`src/rtl/ternary_window_scheduler.sv`:
```
// ternary_window_scheduler: walks the Tm weight sets through the ternary select
// array for each fetched feature window, tags results with their channel index,
// and repeats for num_windows windows before pulsing done.
// Optional build macro TERNARY_SCHED_PERF_EN adds busy/stall cycle counters.
module ternary_window_scheduler #(
    parameter int unsigned Tm          = 4,
    parameter int unsigned M_IDX_WIDTH = 2,
    parameter int unsigned WIN_WIDTH   = 16
) (
    input  logic                   clk,
    input  logic                   rst,
    input  logic                   start,
    input  logic [WIN_WIDTH-1:0]   num_windows,
    input  logic                   feat_valid,
    output logic                   feat_ready,
    output logic                   wbuf_rd_en,
    output logic [M_IDX_WIDTH-1:0] wbuf_rd_addr,
    output logic                   array_enable,
    input  logic                   array_done,
    output logic                   res_valid,
    output logic [M_IDX_WIDTH-1:0] res_m_idx,
    output logic                   acc_clear,
    output logic                   window_done,
    output logic                   busy,
`ifdef TERNARY_SCHED_PERF_EN
    output logic [31:0]            perf_busy_cycles,
    output logic [31:0]            perf_stall_cycles,
`endif
    output logic                   done
);

    localparam int unsigned CNT_W = M_IDX_WIDTH + 1;
    localparam logic [M_IDX_WIDTH-1:0] LAST_M  = M_IDX_WIDTH'(Tm - 1);
    localparam logic [CNT_W-1:0]       TM_CNT  = CNT_W'(Tm);
    localparam logic [CNT_W-1:0]       TM_LAST = CNT_W'(Tm - 1);

    typedef enum logic [2:0] {
        IDLE,
        WAIT_FEAT,
        ISSUE,
        DRAIN,
        NEXT,
        FINISH
    } state_t;

    state_t               state;
    logic [WIN_WIDTH-1:0] num_win_q;
    logic [WIN_WIDTH-1:0] win_cnt;
    logic [CNT_W-1:0]     done_cnt;
    logic                 count_done_c;

    // A completion pulse is accepted only while a window is in flight and not yet full.
    assign count_done_c = array_done && ((state == ISSUE) || (state == DRAIN))
                          && (done_cnt < TM_CNT);
    assign res_valid    = count_done_c;
    assign res_m_idx    = count_done_c ? done_cnt[M_IDX_WIDTH-1:0] : '0;

    // Window sequencing FSM with registered outputs.
    always_ff @(posedge clk) begin
        if (rst) begin
            state        <= IDLE;
            num_win_q    <= '0;
            win_cnt      <= '0;
            done_cnt     <= '0;
            feat_ready   <= 1'b0;
            wbuf_rd_en   <= 1'b0;
            wbuf_rd_addr <= '0;
            array_enable <= 1'b0;
            acc_clear    <= 1'b0;
            window_done  <= 1'b0;
            busy         <= 1'b0;
            done         <= 1'b0;
        end else begin
            feat_ready   <= 1'b0;
            acc_clear    <= 1'b0;
            window_done  <= 1'b0;
            done         <= 1'b0;
            busy         <= 1'b1;
            array_enable <= wbuf_rd_en;
            if (count_done_c) begin
                done_cnt <= done_cnt + CNT_W'(1);
            end
            case (state)
                IDLE: begin
                    busy <= start;
                    if (start) begin
                        num_win_q <= num_windows;
                        win_cnt   <= '0;
                        state     <= (num_windows == '0) ? FINISH : WAIT_FEAT;
                    end
                end
                WAIT_FEAT: begin
                    if (feat_valid) begin
                        wbuf_rd_en   <= 1'b1;
                        wbuf_rd_addr <= '0;
                        done_cnt     <= '0;
                        state        <= ISSUE;
                    end
                end
                ISSUE: begin
                    if (wbuf_rd_addr == LAST_M) begin
                        wbuf_rd_en   <= 1'b0;
                        wbuf_rd_addr <= '0;
                        state        <= DRAIN;
                    end else begin
                        wbuf_rd_addr <= wbuf_rd_addr + M_IDX_WIDTH'(1);
                    end
                end
                DRAIN: begin
                    if ((done_cnt == TM_CNT) || (count_done_c && (done_cnt == TM_LAST))) begin
                        state <= NEXT;
                    end
                end
                NEXT: begin
                    feat_ready  <= 1'b1;
                    acc_clear   <= 1'b1;
                    window_done <= 1'b1;
                    win_cnt     <= win_cnt + WIN_WIDTH'(1);
                    state       <= (win_cnt == num_win_q - WIN_WIDTH'(1)) ? FINISH : WAIT_FEAT;
                end
                FINISH: begin
                    done  <= 1'b1;
                    state <= IDLE;
                end
                default: begin
                    state <= IDLE;
                end
            endcase
        end
    end

`ifdef TERNARY_SCHED_PERF_EN
    // Saturating busy/stall counters, cleared by reset or an accepted start.
    always_ff @(posedge clk) begin
        if (rst) begin
            perf_busy_cycles  <= '0;
            perf_stall_cycles <= '0;
        end else if ((state == IDLE) && start) begin
            perf_busy_cycles  <= '0;
            perf_stall_cycles <= '0;
        end else begin
            if (busy && (perf_busy_cycles != '1)) begin
                perf_busy_cycles <= perf_busy_cycles + 32'd1;
            end
            if ((state == WAIT_FEAT) && !feat_valid && (perf_stall_cycles != '1)) begin
                perf_stall_cycles <= perf_stall_cycles + 32'd1;
            end
        end
    end
`endif

endmodule

```
`config.mk`:
```
export PLATFORM = sky130hd
export DESIGN_NAME = ternary_window_scheduler
export DESIGN_NICKNAME = d
export VERILOG_FILES = /design/src/rtl/ternary_window_scheduler.sv
export SDC_FILE = /design/constraint.sdc
export NUM_CORES = 1
export LEC_CHECK = 0
export ABC_AREA = 1
export ABC_CLOCK_PERIOD_IN_PS = 2200
export CORE_AREA = 2 2 73 75
export DETAILED_ROUTE_END_ITERATION = 6
export DIE_AREA = 0 0 75 77
export PLACE_DENSITY = 0.76
export SYNTH_ARGS = -nofsm -noshare
export SYNTH_HDL_FRONTEND = slang
export SYNTH_SLANG_ARGS = --single-unit
```
`constraint.sdc`:
```
create_clock -name clk -period 2.2 [get_ports clk]
set_input_delay 0.33 -clock clk [delete_from_list [all_inputs] [get_ports clk]]
set_output_delay 0.33 -clock clk [all_outputs]
set_load 0.02 [all_outputs]
```
**Routed metal, one color a layer**

Two of the layers only.
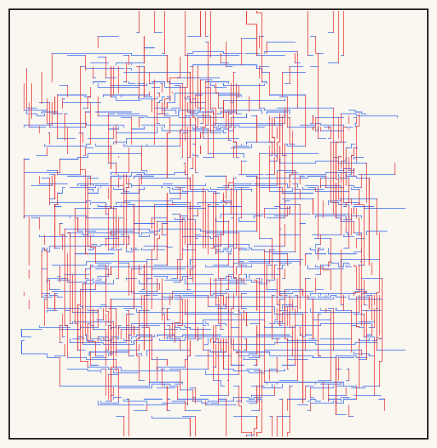
[red] met2 | wire length: 2,660 microns
[blue] met1 | wire length: 2,760 microns

**A small window of the routed layout**

Region (44, 7) to (69, 32) microns. Cells in gray, sequential cells in the stronger gray; small squares are vias.
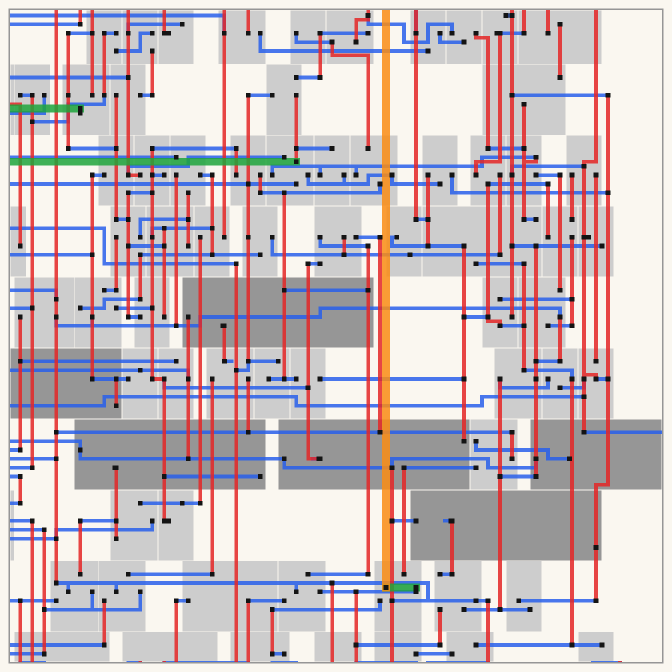
[blue] met1
[green] met3
[red] met2
[orange] met4
sequential cells in the window: 6
most frequent: nand2_1 (18), nor2_1 (10)
netlist names of flops here include: num_win_q (6)
cells with their middle in the window: 64

==> results.sh <==
# physical design summary
export IMPL_setup_slack_ns=0.2190
export IMPL_buf_share_pct=11.84
export IMPL_yosysWarnings=0
export IMPL_p_leak_nw=1.339
export IMPL_grt_use_total_pct=22.30
export IMPL_cts_tree="built"
export IMPL_ant_nets=0
export IMPL_cts_buffers=5
export IMPL_crit_buf_inv=2
export IMPL_worst_path_max_fanout=7
export IMPL_ctsHtreeMaxLevel=2
export IMPL_grt_pass1_wl_mm=10.18
export IMPL_critPathKind="flop to output port"
export IMPL_drive_gt1_share_pct=7.381
export IMPL_min_to="array_enable$_SDFF_PP0_"
export IMPL_sh_seq_area_pct=29.19
export IMPL_p_per_area_mw_per_mm2=943.9
export IMPL_route_met2_wl_mm=2.659
export IMPL_syn_inst=383
export IMPL_seqPwrFrac_pct=36.2
export IMPL_fp_util_pct=52.14
export IMPL_worst_path_stages=5
export IMPL_totalWireLength_mm=5.693
export IMPL_p_total_mw=2.914
export IMPL_p_seq_mw=1.06
export IMPL_wire_per_inst_microns=11.62
export IMPL_skew_ns=0.007126
export IMPL_synthArstFlopShare_pct=0
export IMPL_ys_types=36
export IMPL_post_cts_buffers=0
export IMPL_vias=2430
export IMPL_pg_clk_mw=0.511
export IMPL_cts_sinks=45
export IMPL_startpoint="state[2]$_SDFFE_PP0P_"
export IMPL_ys_seq_share_pct=34.72
export IMPL_top_cell="nand2_1"
export IMPL_rsz0062_at_grt="false"
export IMPL_power_group_top="combinational cells"
export IMPL_cts_hold_buf=0
export IMPL_worstPathArrival_ns=1.65
export IMPL_min_path_type="flop to flop"
export IMPL_fp_nets=411
export IMPL_swShare_pct=42.80
export IMPL_highest_layer="met4"
export IMPL_largest_class="combinational gates"
export IMPL_seq_area_sq_um=900.9
export IMPL_xor_area_share_pct=5.063
export IMPL_use_met2_pct=35.96
export IMPL_reg2reg_slack_ns=0.42
export IMPL_slew_headroom_pct=64.60
export IMPL_status="completed"
export IMPL_dieArea_sq_mm=0.005775
export IMPL_grt_busiest_layer="met2"
export IMPL_hold_slack_ns=0.4562
export IMPL_fin_util_pct=62.02
export IMPL_cts_root_buf="clkbuf_8"
export IMPL_drt_first_pass_iters=4
export IMPL_grt_max_degree=40
export IMPL_finalSetupTns_ns=0
export IMPL_p_clk_share_pct=17.5
export IMPL_synthesis_area_sq_mm=0.002595
export IMPL_clock_path_buffers=2
export IMPL_reg_top3="num_win_q (16), win_cnt (16)"
export IMPL_ys_seq_elements=45
export IMPL_yosysTopAreaCellShare_pct=34.72
export IMPL_antenna_cells=0
export IMPL_tightest_slew_ns=0.5269
export IMPL_edf_count=0
export IMPL_cts_clk_slew_worst_paths_ns=0.09
export IMPL_gr_usage_met1_pct=29.17
export IMPL_final_area_sq_mm=0.003087
export IMPL_clkCellAreaFrac_pct=2.837
export IMPL_min_from="wbuf_rd_en$_SDFFE_PP0P_"
export IMPL_largest_area_cell="dfxtp_1"
export IMPL_maxCapViolations=0
export IMPL_dp_hpwl_mm=4.405
export IMPL_logic_gates=270
export IMPL_drc=0
export IMPL_placed_cells=482
export IMPL_timing_final_crit_period_ns=1.981
export IMPL_antenna_found_initial=0
export IMPL_drt_iter0_markers=123
export IMPL_cpPeakStageDelay_ns=0.38
export IMPL_avgSynthCellArea_sq_um=6.775
export IMPL_pwr_group_combinational_mw=1.35
export IMPL_required_ns=1.87
**Register map, names as in the netlist**

Other sequential cells in the stronger gray, the rest of the logic in the fainter gray.
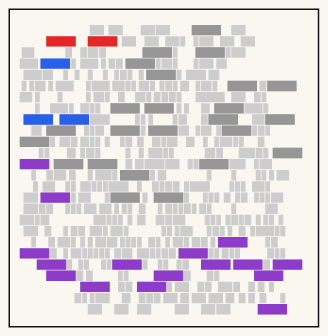
[blue] done_cnt | placed flops: 3
[purple] num_win_q | placed flops: 16
[red] wbuf_rd_addr | placed flops: 2

**Power grid**

Scale bar: 20 microns. Pins as bars on the die edge. Tap cells in gray.
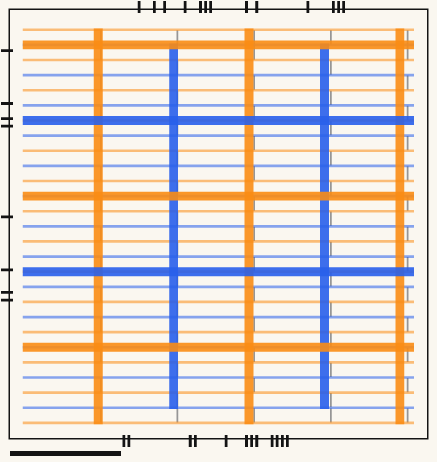
[orange] VSS
[blue] VDD
tap cells: 70
signal pins: 33
Core ar.: 0.004977 sq mm
Die W: 75 microns
maximum vdd ir drop: 0.5481 mV
Die Ht: 77 microns

Power is estimated from default activity; no workload was simulated.
